--- src/rtl/window_stats_acc.sv ---
// Sliding-window accumulator: keeps the last len_q unsigned samples and
// maintains their running sum and running sum of squares incrementally
// (add newest, subtract evicted). Window length is reloaded on RESET/CLEAR.
module window_stats_acc #(
  parameter int DATA_W = 12,
  parameter int DEPTH  = 14,
  localparam int LEN_W = $clog2(DEPTH + 1),
  localparam int SUM_W = DATA_W + $clog2(DEPTH),
  localparam int SQ_W  = 2 * DATA_W + $clog2(DEPTH)
) (
  input  logic              CLK,
  input  logic              RESET,
  input  logic              CLEAR,
  input  logic [LEN_W-1:0]  LEN,
  input  logic              SAMPLE,
  input  logic [DATA_W-1:0] TN,
  output logic [SUM_W-1:0]  Tsum,
  output logic [SQ_W-1:0]   Tsum_square,
  output logic [LEN_W-1:0]  COUNT,
  output logic              FULL,
  output logic              VALID
);

  localparam int PTR_W = $clog2(DEPTH);

  // FILLING: window not yet full, nothing evicted. STEADY: evict every sample.
  typedef enum logic {FILLING, STEADY} state_e;

  state_e            state_q, state_d;
  logic [LEN_W-1:0]  len_q, len_d;
  logic [LEN_W-1:0]  count_q, count_d;
  logic [PTR_W-1:0]  wr_ptr_q, wr_ptr_d;
  logic [SUM_W-1:0]  sum_q, sum_d;
  logic [SQ_W-1:0]   sq_q, sq_d;
  logic              valid_q, valid_d;

  logic [LEN_W-1:0]  len_clamp;
  logic [DATA_W-1:0] old;
  logic [SQ_W-1:0]   tn_sq, old_sq;
  logic              accept;
  logic              ptr_last;

  // Sample storage; never read before written since eviction is gated by STEADY.
  logic [DATA_W-1:0] buf_q [DEPTH];

  // Clamp the requested length into 1..DEPTH.
  always_comb begin
    len_clamp = LEN;
    if (LEN == '0)
      len_clamp = LEN_W'(1);
    else if (LEN > LEN_W'(DEPTH))
      len_clamp = LEN_W'(DEPTH);
  end

  // Eviction operand and the two square products for this cycle.
  always_comb begin
    accept   = SAMPLE && !RESET && !CLEAR;
    old      = (state_q == STEADY) ? buf_q[wr_ptr_q] : '0;
    tn_sq    = SQ_W'(TN) * SQ_W'(TN);
    old_sq   = SQ_W'(old) * SQ_W'(old);
    ptr_last = (LEN_W'(wr_ptr_q) == len_q - LEN_W'(1));
  end

  // Next-state: RESET/CLEAR flush beats an accepted sample; idle holds.
  always_comb begin
    state_d  = state_q;
    len_d    = len_q;
    count_d  = count_q;
    wr_ptr_d = wr_ptr_q;
    sum_d    = sum_q;
    sq_d     = sq_q;
    valid_d  = 1'b0;
    if (RESET || CLEAR) begin
      state_d  = FILLING;
      len_d    = len_clamp;
      count_d  = '0;
      wr_ptr_d = '0;
      sum_d    = '0;
      sq_d     = '0;
    end else if (SAMPLE) begin
      valid_d  = 1'b1;
      sum_d    = sum_q + SUM_W'(TN) - SUM_W'(old);
      sq_d     = sq_q + tn_sq - old_sq;
      wr_ptr_d = ptr_last ? '0 : wr_ptr_q + PTR_W'(1);
      if (state_q == FILLING) begin
        count_d = count_q + LEN_W'(1);
        if (count_q + LEN_W'(1) == len_q)
          state_d = STEADY;
      end
    end
  end

  // Control and accumulator registers with synchronous reset.
  always_ff @(posedge CLK) begin
    if (RESET) begin
      state_q  <= FILLING;
      len_q    <= len_clamp;
      count_q  <= '0;
      wr_ptr_q <= '0;
      sum_q    <= '0;
      sq_q     <= '0;
      valid_q  <= 1'b0;
    end else begin
      state_q  <= state_d;
      len_q    <= len_d;
      count_q  <= count_d;
      wr_ptr_q <= wr_ptr_d;
      sum_q    <= sum_d;
      sq_q     <= sq_d;
      valid_q  <= valid_d;
    end
  end

  // Store the accepted sample at the write pointer.
  always_ff @(posedge CLK) begin
    if (accept)
      buf_q[wr_ptr_q] <= TN;
  end

  assign Tsum        = sum_q;
  assign Tsum_square = sq_q;
  assign COUNT       = count_q;
  assign FULL        = (state_q == STEADY);
  assign VALID       = valid_q;

endmodule

--- config.mk ---
export PLATFORM = sky130hd
export DESIGN_NAME = window_stats_acc
export DESIGN_NICKNAME = d
export VERILOG_FILES = /design/src/rtl/window_stats_acc.sv
export SDC_FILE = /design/constraint.sdc
export NUM_CORES = 1
export LEC_CHECK = 0
export CAP_MARGIN = 20
export CELL_PAD_IN_SITES_DETAIL_PLACEMENT = 1
export CELL_PAD_IN_SITES_GLOBAL_PLACEMENT = 2
export CORE_UTILIZATION = 46
export CTS_CLUSTER_SIZE = 24
export DETAILED_ROUTE_END_ITERATION = 8
export GPL_TIMING_DRIVEN = 1
export PLACE_DENSITY = 0.83
export SLEW_MARGIN = 0
export SYNTH_ARGS = -nofsm -noshare
export SYNTH_HDL_FRONTEND = slang
export SYNTH_SLANG_ARGS = --single-unit
--- constraint.sdc ---
create_clock -name CLK -period 23.7 [get_ports CLK]
set_clock_uncertainty 0.1 [all_clocks]
set_input_delay 5.925 -clock CLK [delete_from_list [all_inputs] [get_ports CLK]]
set_output_delay 5.925 -clock CLK [all_outputs]
set_load 0.01 [all_outputs]
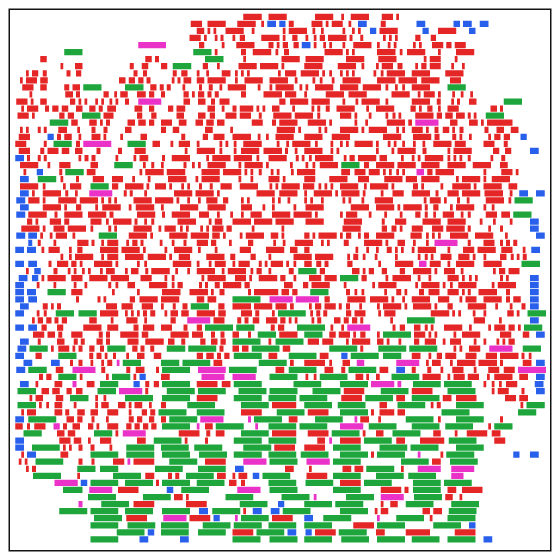
(run_1/placement_by_type.png)
[magenta] clock drivers and dummy loads | cells: 50 | share of their area: 4.3%
[green] sequential cells | cells: 230 | share of their area: 30%
[red] combinational and other logic | cells: 1,478 | share of their area: 61%
[blue] remaining buffers and delay cells | cells: 91 | share of their area: 4.1%
final instance area: 0.0216 mm^2
core footprint: 0.0419 mm^2
sequential share of cell area: 0.293
Util after Layout: 0.517

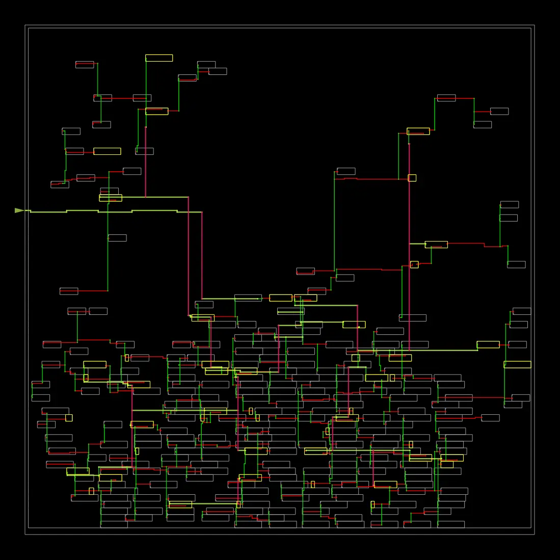
(run_1/clocks.png)
CTS Sinks: 230
CTS buffer count: 27

==> reports/qor.yml, run 1 <==
area_growth_pct: 10.8
floorplan.nets: 2163
post_cts_buffers: 0
fp_util: 0.466
clkbuf_count: 36
overflow: 0
clkCellAreaFrac: 0.0416
track_usage: 0.250
ys_cells: 1764
n_all_buffers: 91
synthTopCellsByCount: "431 x inv_1, 237 x fa_1, 172 x edfxtp_1, 142 x ha_1, 124 x nor2_1"
largest_class: "combinational gates"
crit_buf_inv: 7
first_iter_violations: 662
hp-start: "Tsum_square[3]"
antennaDiodeCount: 0
cpPeakStageDelay_ps: 570
place_hpwl_mm: 38.9
dp_worst_setup_slack_ps: 10650
endpoint_kind: "flip-flop"
final.min_clock_period_ps: 12500
ys.flops: 230
rsz0062_at_grt: "false"
slew_violations: 0
startpoint_type: "input port"
xor_area_frac: 0.0220
firstDrtPassIters: 5
worstPathMaxFanout: 25
synth_top_area_share: 0.265
seq_cell_count: 230
die_h_um: 208
yosys-top-cells-area: "edfxtp_1 26%, fa_1 24%, ha_1 9.1%"
fin_setup_tns_ps: 0
outcome: "finished clean"
antenna_found_initial: 1
tightestPinTransition_ps: 1000
simple_gate_share: 0.0913
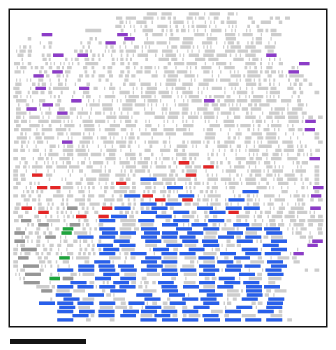
(run_1/flops_by_reg.png)
Scale bar: 50 um.
[purple] `Tsum_square` | sequential cells: 28
[green] `wr_ptr_q` | sequential cells: 4 | where: lower left
[red] `Tsum` | sequential cells: 16
[blue] `buf_q` | sequential cells: 168
not coloured: 14
register area: 0.00633 mm^2

==> run 1: layout by cell type, fill, tap and decap left out, drive strengths merged, types with 7 or more instances in the layout <==
master,n
clkdlybuf4s50,68
ha,142
clkinv,8
inv,443
clkbuf,36
nor2,125
and3,8
nand2b,14
xnor2,30
dfxtp,58
a21o,22
nor3,18
mux2i,44
mux4,36
a211oi,13
fa,237
xor2,19
and2,50
or2,33
nand4,9
a31oi,7
edfxtp,172
a21oi,57
buf,23
nand2,62
nand3,14
o21ai,31
==> run 1: how the worst max path moves through the flow <==
stage,end,cells past startpoint
6_report,Tsum_square[22],24
5_1_grt,Tsum_square[22],24
3_5_place_dp,Tsum_square[22],24
4_1_cts,Tsum_square[22],24
2_1_floorplan,Tsum_square[22],23
3_3_place_gp,Tsum_square[22],24
==> run 1: metal layers <==
metal / vias to the layer above / track usage / share of wire
met4: 0 / 0.0442 / 0.017
met3: 61 / 0.0216 / 0.033
met1: 6682 / 0.330 / 0.44
met2: 262 / 0.451 / 0.51
li1: 5767 / - / -
met5: - / 0 / 0
==> run 1: flip-flops by register name, summed over array words and instances, names as in the netlist, named ones only <==
name / count
COUNT: 4
FULL: 1
Tsum: 16
Tsum_square: 28
VALID: 1
buf_q: 168
len_q: 4
wr_ptr_q: 4
==> run 1: worst register-to-register path: cells and delay by family, from the launching register on <==
kind	cells	cell delay [ps]
muxes	2	840
and+or+nand+nor	4	1250
AOI/OAI and AO/OA	7	1940
buffers and inverters	7	1010
DFF	1	310
adders and majority gates	8	3920
==> run_1/clk_routes.png <==
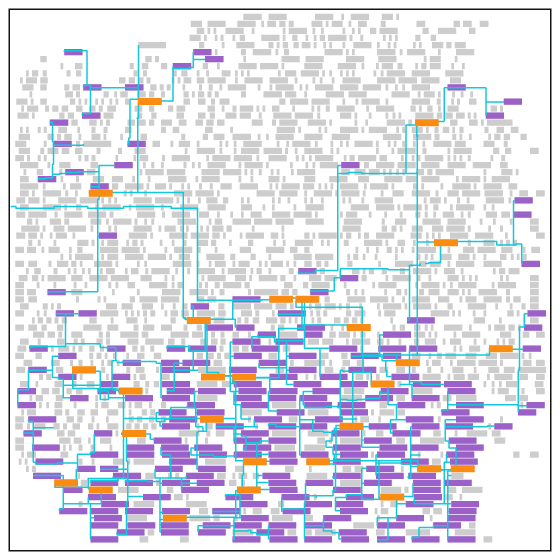

==> run 2, diff against run 1 <==
CORE_UTILIZATION = 43   (was 46)
PLACE_DENSITY = 0.78   (was 0.83)
clock period = 11.5 ns   (was 23.7 ns; I/O delays follow)
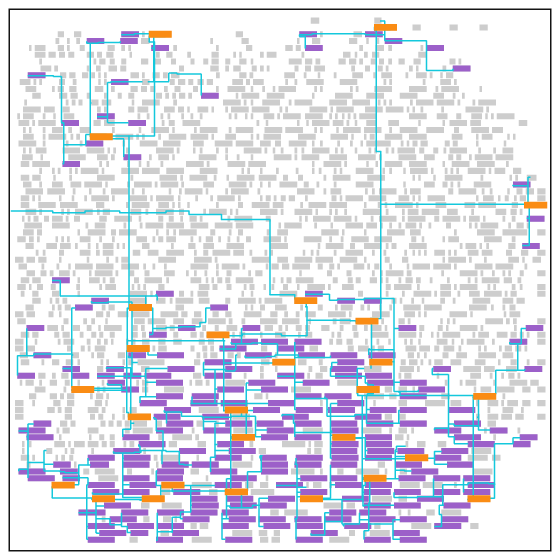
(run_2/clk_routes.png)
[purple] flip-flops | count: 230
[orange] clock drivers | count: 27
[cyan] clock wires | length: 3,380 um
routed clock nets: 28
Late-Pin Clk Latency: 560 ps

==> reports/qor.yml, run 2 <==
use_met3: 0.0224  # +0.000779
largest_reg_flops: 168  # unchanged
crit_buf_inv: 6  # -1
lay_top_count: "inv_1"
overflow: 0  # unchanged
grt_busiest_layer: "met2"
floorplan.nets: 2163  # unchanged
ys_cells: 1764  # unchanged
slew_violations: 0  # unchanged
rsz0062_at_grt: "false"
endpoint_kind: "flip-flop"
antennaDiodeCount: 0  # unchanged
gp_congestion: 0.800
tightestPinTransition_ps: 1080  # +76.8 ps
xor_area_frac: 0.0220  # unchanged
hp-start: "Tsum_square[24]"
wirelength_mm: 50.9
outcome: "finished clean"
cts_buffers: 27  # unchanged
area_growth_pct: 11.2
yosys-top-cells-area: "edfxtp_1 26%, fa_1 24%, ha_1 9.1%"
final_cell_mix: "431 x inv_1, 237 x fa_1, 172 x edfxtp_1, 142 x ha_1, 124 x nor2_1"
firstDrtPassIters: 5  # unchanged
place_hpwl_mm: 39.6  # +1.9%
final.min_clock_period_ps: 9880
ys.flops: 230  # unchanged
simple_gate_share: 0.0913  # unchanged
final-setup-viol-count: 0
core_region_area_mm2: 0.0445  # +6.3%
wl_met2_mm: 25.4  # -3.3%
synth_chip_area_mm2: 0.0195
highest_layer: "met4"
worstPathMaxFanout: 24  # -4.0%
wl_met1_mm: 22.7  # +0.58%
synth_top_area_share: 0.265  # unchanged
clock_sinks: 230  # unchanged
use_met2: 0.404  # -0.0473
post_cts_buffers: 0  # unchanged
track_usage: 0.231  # -0.0187
startpoint_type: "input port"
die_h_um: 215  # +3.4%
fp_util: 0.438  # -0.0278
dr_wl_met3_mm: 1.60  # -4.2%
run 2: cell counts after synthesis:
Identical to the previous run, type by type.
run 2: worst max path at each step:
stage,cells after the start,endpoint
4_1_cts,22,Tsum_square[24]
2_1_floorplan,23,Tsum_square[22]
5_1_grt,22,Tsum_square[20]
3_5_place_dp,22,Tsum_square[24]
3_3_place_gp,22,Tsum_square[24]
6_report,22,Tsum_square[24]
run 2: area by class of cell:
| class | count | area (um^2) | share of cell area |
|---|---|---|---|
| clock inverters | 20 | 176 | 0.00813 |
| inverters | 442 | 1660 | 0.0765 |
| flip-flops and latches | 230 | 6330 | 0.292 |
| repair buffers | 93 | 898 | 0.0414 |
| multi-input cells | 1036 | 11200 | 0.517 |
| well taps | 592 | 741 | 0.0341 |
| clock buffers | 29 | 683 | 0.0315 |
run 2: worst min-delay path: stages, from the launching register on:
cell and delay, ps:
dfxtp_1 350, nand2_1 60, o21ai_0 60
run 2: through the flow:
stage                      util  hold slack (ps)  cell area, um^2  worst slack (ps)  std cells
after floorplan               -              384            19500              2610       1764
after global placement    0.467              396            20800              1310       2392
after detailed placement  0.467              411            20800              1130       2392
after CTS                 0.487              428            21700              1720       2441
after global routing      0.487              460            21700              1360       2442
final                     0.487              422            21700              1620       2442
